File: src/rtl/elevator_car_drive.sv
// Car-motion stage for sequential_elevator: times floor-to-floor travel, tracks position, pulses elevator_arrived.
// Optional sticky fault detection is enabled by defining ELEVATOR_CAR_DRIVE_FAULT_EN.
module elevator_car_drive #(
   parameter int NUM_FLOORS    = 3,
   parameter int TRAVEL_CYCLES = 8,
   parameter int DWELL_CYCLES  = 4
) (
   input  logic                          clk,
   input  logic                          rst,
   input  logic [1:0]                    elevator_direction,
   input  logic                          door_open,
   output logic                          elevator_arrived,
   output logic [$clog2(NUM_FLOORS)-1:0] car_floor,
   output logic [NUM_FLOORS-1:0]         car_floor_onehot,
   output logic                          moving,
   output logic                          fault
);

`ifdef ELEVATOR_CAR_DRIVE_FAULT_EN
   localparam bit FAULT_EN = 1'b1;
`else
   localparam bit FAULT_EN = 1'b0;
`endif

   localparam int FLOOR_W  = $clog2(NUM_FLOORS);
   localparam int TRAVEL_W = $clog2(TRAVEL_CYCLES);
   localparam int DWELL_W  = $clog2(DWELL_CYCLES + 1);

   localparam logic [FLOOR_W-1:0]  TOP_FLOOR   = FLOOR_W'(NUM_FLOORS - 1);
   localparam logic [TRAVEL_W-1:0] TRAVEL_LAST = TRAVEL_W'(TRAVEL_CYCLES - 1);
   localparam logic [DWELL_W-1:0]  DWELL_LOAD  = DWELL_W'(DWELL_CYCLES);

   typedef enum logic [1:0] {
      ST_IDLE,
      ST_TRAVEL,
      ST_ARRIVE,
      ST_FAULT
   } state_t;

   state_t              state;
   logic [TRAVEL_W-1:0] travel_cnt;
   logic [DWELL_W-1:0]  dwell_cnt;
   logic                going_up;

   logic req_up;
   logic req_down;
   logic at_top;
   logic at_bottom;
   logic can_depart;
   logic idle_fault;
   logic travel_fault;

   // Direction code 2'b11 decodes to neither request, so it behaves as stop.
   assign req_up     = (elevator_direction == 2'b01);
   assign req_down   = (elevator_direction == 2'b10);
   assign at_top     = (car_floor == TOP_FLOOR);
   assign at_bottom  = (car_floor == '0);
   assign can_depart = (dwell_cnt == '0) && !door_open &&
                       ((req_up && !at_top) || (req_down && !at_bottom));

   assign idle_fault   = FAULT_EN && ((req_up && at_top) || (req_down && at_bottom));
   assign travel_fault = FAULT_EN && (door_open || (going_up ? req_down : req_up));

   // NOTE: all state uses non-blocking assignments so every register samples pre-edge values,
   // and the synchronous reset branch comes first so it overrides any in-flight travel.
   always_ff @(posedge clk) begin
      if (rst) begin
         state            <= ST_IDLE;
         travel_cnt       <= '0;
         dwell_cnt        <= '0;
         going_up         <= 1'b0;
         car_floor        <= '0;
         car_floor_onehot <= NUM_FLOORS'(1);
         elevator_arrived <= 1'b0;
         moving           <= 1'b0;
         fault            <= 1'b0;
      end else begin
         // NOTE: the arrival pulse defaults low every cycle; only the TRAVEL exit raises it.
         elevator_arrived <= 1'b0;
         case (state)
            ST_IDLE: begin
               moving <= 1'b0;
               if (dwell_cnt != '0) dwell_cnt <= dwell_cnt - 1'b1;
               if (idle_fault) begin
                  fault <= 1'b1;
                  state <= ST_FAULT;
               end else if (can_depart) begin
                  going_up   <= req_up;
                  travel_cnt <= '0;
                  moving     <= 1'b1;
                  state      <= ST_TRAVEL;
               end
            end

            ST_TRAVEL: begin
               if (travel_fault) begin
                  fault      <= 1'b1;
                  moving     <= 1'b0;
                  travel_cnt <= '0;
                  state      <= ST_FAULT;
               end else if (travel_cnt == TRAVEL_LAST) begin
                  travel_cnt       <= '0;
                  moving           <= 1'b0;
                  elevator_arrived <= 1'b1;
                  dwell_cnt        <= DWELL_LOAD;
                  if (going_up) begin
                     car_floor        <= car_floor + FLOOR_W'(1);
                     car_floor_onehot <= car_floor_onehot << 1;
                  end else begin
                     car_floor        <= car_floor - FLOOR_W'(1);
                     car_floor_onehot <= car_floor_onehot >> 1;
                  end
                  state <= ST_ARRIVE;
               end else begin
                  moving     <= 1'b1;
                  travel_cnt <= travel_cnt + 1'b1;
               end
            end

            // The dwell count runs from the arrival cycle, so a held command leaves
            // exactly DWELL_CYCLES cycles after the return to IDLE.
            ST_ARRIVE: begin
               moving    <= 1'b0;
               dwell_cnt <= dwell_cnt - 1'b1;
               state     <= ST_IDLE;
            end

            ST_FAULT: begin
               moving <= 1'b0;
               fault  <= 1'b1;
            end

            default: state <= ST_IDLE;
         endcase
      end
   end

endmodule

File: config.mk
export PLATFORM = sky130hd
export DESIGN_NAME = elevator_car_drive
export DESIGN_NICKNAME = d
export VERILOG_FILES = /design/src/rtl/elevator_car_drive.sv
export SDC_FILE = /design/constraint.sdc
export NUM_CORES = 1
export LEC_CHECK = 0
export ABC_AREA = 1
export CAP_MARGIN = 20
export CORE_ASPECT_RATIO = 1.4
export CORE_MARGIN = 5
export CORE_UTILIZATION = 40
export CTS_CLUSTER_DIAMETER = 40
export DETAILED_ROUTE_END_ITERATION = 8
export SYNTH_ARGS = -nofsm -noshare
export SYNTH_HDL_FRONTEND = slang
export SYNTH_SLANG_ARGS = --single-unit
File: constraint.sdc
create_clock -name clk -period 1.2 [get_ports clk]
set_input_delay 0.12 -clock clk [delete_from_list [all_inputs] [get_ports clk]]
set_output_delay 0.12 -clock clk [all_outputs]
set_load 0.005 [all_outputs]
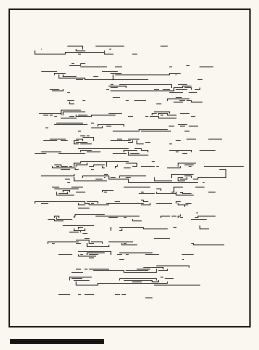
*Signal wires on met1*
Scale bar: 20 µm.
nets with wire on the layer = 150
wire length on this layer = 869 µm

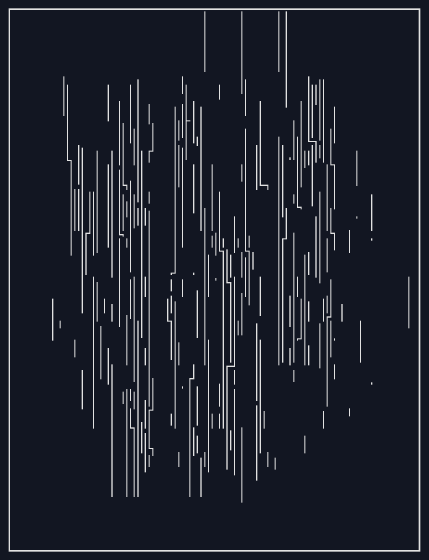
*M2 wires*
share of all routed wire = 55%
nets with wire on the layer = 150
wire length on this layer = 1200 µm
main direction = vertical
longest straight run = 28.2 µm

==> qor.csv <==
metric,value,unit
outcome,"finished, violations left",
failed_checks,negative setup slack,
num_io_pins,13,
finalWorstSetupSlack,-0.0927,ns
p_sw,1.14,mW
ys_sh_xor,0,%
crit_type,reg2reg,
hold_class,reg2reg,
fillers,199,
top_logic_kind,simple AND/OR/NAND/NOR gates,
ys_sh_mux,0,%
swShare,41.1,%
setup.worst_path.start,travel_cnt[1],
grt_setup_unrepaired,yes,
ys_sh_aoi,11.5,%
drive_gt1_share,52.5,%
max_freq,0.774,GHz
setup_viol,9,
core-area,2200,µm²
synth_seq_share,36.7,%
vias,898,
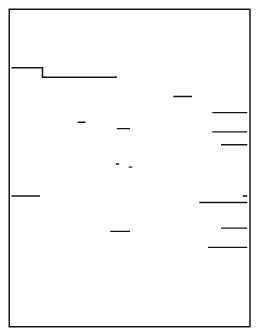
*Signal wires on met3*
wire length on this layer = 85.3 µm
longest straight run = 15.6 µm
nets with wire on the layer = 12

-- metrics by stage --
step	area [µm²]	setup TNS, ns
floorplan	966	0
global route	1450	-1.15
finish	1450	-0.420
detailed placement	1240	-1.31
global placement	1240	-1.15
CTS	1410	-0.202
-- cells by family after synthesis --
kind of cell / Yosys count
compound gates: 18
buf+inv: 18
fa+ha+maj: 8
flops: 17
simple gates: 60
-- layout by cell type, fill, tap and decap left out, drive strengths merged --
cell | netlist | final
clkinv | 0 | 1
o211ai | 2 | 2
nand2 | 26 | 26
inv | 17 | 17
nor2 | 21 | 21
nand3b | 2 | 2
ha | 8 | 8
a21oi | 10 | 10
clkdlybuf4s50 | 0 | 4
dfxtp | 17 | 17
o21ai | 4 | 4
dlygate4sd2 | 0 | 8
or2 | 2 | 2
clkbuf | 0 | 3
nand3 | 7 | 7
buf | 1 | 24
a21boi | 1 | 1
nor3 | 2 | 2
o22ai | 1 | 1
-- synth_stat cells --
cell      count
nand2_1      20
dfxtp_1      17
nor2_1       15
inv_1        13
a21oi_1       8
ha_1          8
nand3_1       6
nand2_2       5
inv_2         4
nor2_2        4
a21oi_2       2
nand3b_1      2
nor2_4        2
nor3_1        2
o211ai_1      2
o21ai_0       2
o21ai_1       2
a21boi_1      1
buf_4         1
nand2_4       1
nand3_4       1
o22ai_1       1
or2_2         1
or2_4         1
-- what timing repair did --
action / in CTS / in global routing
setup endpoints to repair: 21 / 15
endpoints found under the hold margin: 0 / 0
pin swaps: 15 / 12
hold buffers: 0 / 0
resized: 39 / 13
setup buffers: 7 / 2
-- worst max-delay path: stages, from the launching register on --
cell and delay [ns]:
dfxtp_2 0.35, ha_4 0.16, ha_4 0.18, nor2_4 0.14, nor2_4 0.07, nand2_4 0.09
inv_4 0.05, o21ai_2 0.10, nor2_1 0.04
